### Cell sizes after repair

(4 px per um)
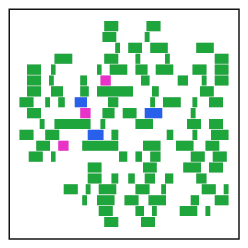
### Floorplan with the power grid

(8 px per um) Pins as bars on the die edge.
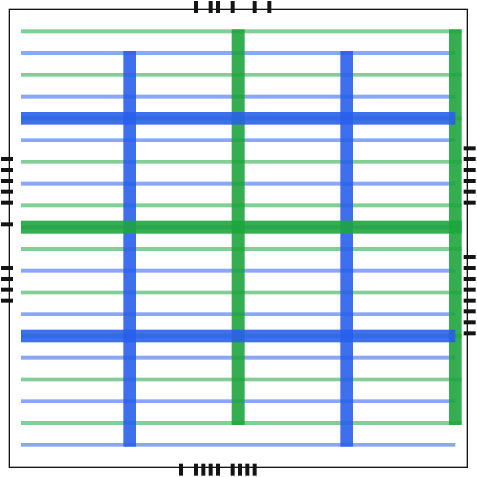
### Wire density map

(6 px per um) The die is cut into 11 by 11 equal tiles; dark purple is low, yellow is high, scaled to the fullest tile. Values are wire area over tile area, all layers added.
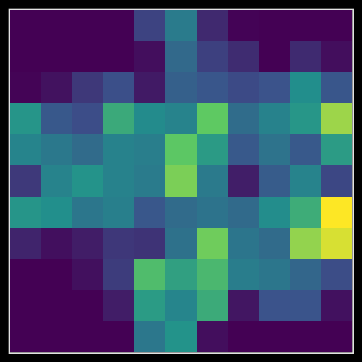
### Cell placement

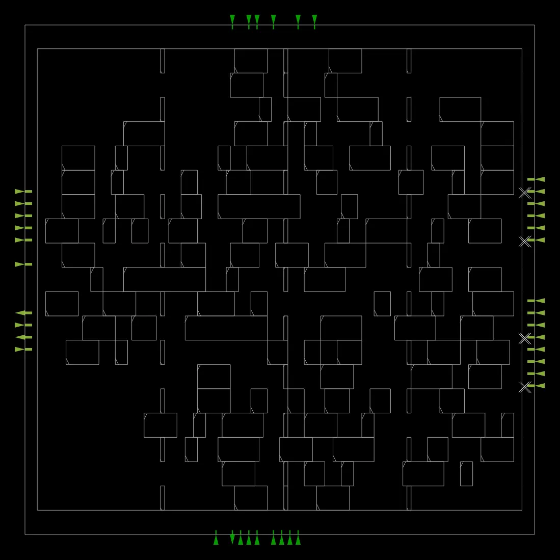
### config.mk
export PLATFORM = sky130hd
export DESIGN_NAME = cmplt_pipe
export DESIGN_NICKNAME = d
export VERILOG_FILES = /design/src/rtl/cmplt_pipe.sv
export SDC_FILE = /design/constraint.sdc
export NUM_CORES = 1
export LEC_CHECK = 0
export CELL_PAD_IN_SITES_DETAIL_PLACEMENT = 2
export CELL_PAD_IN_SITES_GLOBAL_PLACEMENT = 2
export CORE_MARGIN = 1
export CORE_UTILIZATION = 17
export CTS_CLUSTER_DIAMETER = 200
export CTS_CLUSTER_SIZE = 40
export DETAILED_ROUTE_END_ITERATION = 8
export PLACE_DENSITY = 0.79
export SLEW_MARGIN = 15
export SYNTH_ARGS = -nofsm -noshare
export SYNTH_HDL_FRONTEND = slang
export SYNTH_SLANG_ARGS = --single-unit
### constraint.sdc
create_clock -name clk -period 2.2 [get_ports clk]
set_input_delay 0.33 -clock clk [delete_from_list [all_inputs] [get_ports clk]]
set_output_delay 0.33 -clock clk [all_outputs]
set_load 0.005 [all_outputs]
### src/rtl/cmplt_pipe.sv
// Registered signed/unsigned less-than comparator with equality flag.
// One-cycle latency, full throughput, outputs driven only from flops.
module cmplt_pipe #(
  parameter int WIDTH = 16
) (
  input  logic             clk,
  input  logic             rst,
  input  logic             in_valid,
  input  logic             is_signed,
  input  logic [WIDTH-1:0] a,
  input  logic [WIDTH-1:0] b,
  output logic             out_valid,
  output logic             out,
  output logic             eq
);

  logic [WIDTH-1:0] a_cmp;
  logic [WIDTH-1:0] b_cmp;
  logic             lt;

  // Flipping the MSB maps two's-complement order onto unsigned order,
  // so one magnitude comparator serves both modes.
  always_comb begin
    a_cmp = a;
    b_cmp = b;
    a_cmp[WIDTH-1] = a[WIDTH-1] ^ is_signed;
    b_cmp[WIDTH-1] = b[WIDTH-1] ^ is_signed;
    lt = (a_cmp < b_cmp);
  end

  always_ff @(posedge clk or posedge rst) begin
    if (rst) begin
      out_valid <= 1'b0;
      out       <= 1'b0;
      eq        <= 1'b0;
    end else begin
      out_valid <= in_valid;
      if (in_valid) begin
        out <= lt;
        eq  <= (a == b);
      end
    end
  end

endmodule

==> out/summary.txt <==
Run status -> finished with violations
Violated checks -> DRC
Data arrival time of the critical path -> 1.93 ns
Post-CTS setup buffer count -> 0
Number of distinct library cell variants in the gate-level netlist after synthesis -> 23
Startpoint-to-endpoint class of the critical path -> input port to flop
Fraction of synthesized cell area in xor and xnor cells -> 1.70%
Remaining global-route overflow -> 0
Global-route wire length before repair -> 2880 um
Fraction of layout cells with a size suffix above 1 -> 5.66%
Number of optimization iterations in the first detailed-route pass -> 5
P_leak -> 0.464 nW
Top area contributor share -> 36.4%
Required time worst endpoint -> 2.33 ns
Buffers and inverters on the worst path -> 2
Log Warnings -> 26
Area fraction in and, or, nand and nor cells -> 14.3%
# port buffers -> 38
Power per Cell Area -> 314 nW/um2
Clock root buffer master -> clkbuf_4
Critical path's top delay family -> AND-OR/OR-AND gates
Share of the cycle needed by the critical path after routing -> 81.6%
Maximum frequency from static timing analysis -> 557 MHz
Area growth from synthesis to layout -> 86.4%
Setup crit end kind -> flop
Most used logic cell in the final layout -> clkdlybuf4s50_1
Worst path cell trace -> clkdlybuf4s50_1 > inv_1 > ha_1 > a211oi_1 > nor2_1 > o211ai_2 > a21boi_1 > o32ai_1
Max-slew violation total from the final report -> 0
Fp util -> 18.4%
Number of antenna violations at the first check in global routing -> 0
Setup violation total in the final timing report -> 0
Routed vias/inst -> 4.45
Worst clock skew on the final layout -> 0 ns
Clock Path Buffers -> 2
Post-detailed-route count of antenna-violating nets -> 0
Mux share -> 2.18%
HPWL after detailed placement -> 1520 um
Count of cells resized by post-cts repair -> 0
Clock latency reported for the late side of the worst-skew pair -> 0.23 ns
Number of top-level pins -> 39
Post-route DRC -> 8
Number of nets produced by synthesis -> 115
Largest net degree at the start of global routing -> 5
AND-OR/OR-AND Cells, Area Fraction -> 18.4%
Count of filler cells inserted in the layout -> 338
Tightest Hold Check Type -> input port to asynchronous set/reset pin
Shortest clock period the worst path allows after layout -> 1.80 ns
TritonCTS Buffers -> 3
Relative slew slack -> 85.0%
Die Size -> 3260 um2
Largest family of logic cells by area -> adder cells
Antenna cells -> 0
Top Layout Cells -> clkdlybuf4s50_1, inv_1, ha_1
Number of nets in the layout -> 158
Gp weighted congestion -> 0.692
Total number of clock tree sinks -> 3
Adder Area Share -> 36.4%
Depth of the CTS H-tree -> 1
Number of global-route vias before repair -> 716
Number of cell instances after yosys synthesis -> 64
Standard-cell rows -> 19
Initial drt markers -> 14
Flip-flop and latch count after synthesis -> 3
Library cell occupying the most area in the post-synthesis netlist -> ha_1
Tot Pwr -> 0.000301 W
Synthesized instance count -> 64
Critical-path cell with the highest stage delay -> clkdlybuf4s50_1
Back to the opening pictures, 'Cell sizes after repair':
size	colour	cells	share
_0 and _1 cells	green	100	94%
_3 and _4 cells	magenta	3	2.8%
_2 cells	blue	3	2.8%
bufs w/o clock: 38
final std cell area, no fill: 961 um2

Back to the opening pictures, 'Floorplan with the power grid':
net	colour
VSS	blue
VDD	green
met1 rails	20
rows	19
met4 straps	4
Worst IR Drop VDD: 0.130 mV
die outline height: 57.1 um
Horiz. Die Dim: 57.1 um
Floorplan Core Area: 2810 um2

Back to the opening pictures, 'Wire density map':
mean over tiles	0.082
emptiest ninth of the die	south-west
fullest tile	0.29
nearly empty tiles	22%
global router's overall resource usage: 11.5%
average detailed-routed wire length per instance: 12.3 um
count of vias placed by the detailed router: 610
DRT Wirelength: 1690 um

Back to the opening pictures, 'Cell placement':
n_taps: 31
sequential fraction of total cell area: 7.81%
non-filler instance count after layout: 137
end-of-flow core utilization: 34.3%

==> logic make-up (layout without fill, tap and decap cells) <==
group,count (synthesis),after routing
buffers and inverters,17,59
adder cells (fa/ha/maj),15,15
AND-OR/OR-AND,14,14
AND/OR/NAND/NOR,13,13
flip-flops,3,3
XOR/XNOR,1,1
multiplexers,1,1
==> Yosys cell counts, drive strengths merged <==
| library cell | number |
|---|---|
| a21oi | 3 |
| o32ai | 1 |
| nand2 | 2 |
| a21boi | 1 |
| mux2 | 1 |
| and2 | 1 |
| nand3 | 1 |
| inv | 17 |
| a211oi | 1 |
| and4 | 1 |
| nor2b | 2 |
| nor3 | 1 |
| nand4 | 3 |
| dfrtp | 3 |
| nor2 | 2 |
| ha | 15 |
| o211ai | 2 |
| a31oi | 1 |
| xnor2 | 1 |
| o21ai | 3 |
| a21o | 2 |
==> state kept, by name (all words and copies together), names as in the netlist <==
name	flops
eq	1
out	1
out_valid	1
==> worst paths after layout <==
path	cells after the start	to	startpoint	slack [ns]
max in group asynchronous	2	out_valid	rst	1.79
min	2	out	rst	0.27
max reg2reg	1	eq	eq	1.44
min in group clk	1	eq	eq	0.53
max	8	out	b[9]	0.40
min reg2reg	1	eq	eq	0.53
==> routing by layer <==
layer / GRT usage, % / vias to the layer above / wire (um) / part of all wire (%)
met3: 3.17 / 2 / 117 / 6.9
met4: 3.14 / 0 / 4 / 0.24
met2: 23.0 / 24 / 899 / 53
met1: 11.5 / 279 / 670 / 40
li1: - / 305 / - / -
met5: 0 / - / 0 / 0
==> stage by stage <==
stage	setup slack (ns)	std cells	hold slack (ns)	instance area [um2]	utilization [%]
after global placement	0.249	133	0.518	935	33.3
final	0.404	137	0.275	961	34.3
after floorplan	0.778	64	0.0836	515	-
after detailed placement	0.144	133	0.515	935	33.3
after CTS	0.383	137	0.273	961	34.3
after global routing	0.296	137	0.283	961	34.3
==> report_power, final <==
group          leakage, nW  internal, W  switching, W
clock               0.0150    0.0000678     0.0000265
combinational        0.411    0.0000940     0.0000514
sequential          0.0379    0.0000592    0.00000241
total                0.464     0.000221     0.0000804
==> area by class of cell <==
type                       count  area (um2)  area share, %
clock buffer                   4        26.3           2.73
timing repair buffer          38         380           39.6
sequential                     3        75.1           7.81
inverter                      17        63.8           6.64
multi-input combinational     44         377           39.2
tap                           31        38.8           4.04
Power is estimated from default activity; no workload was simulated.
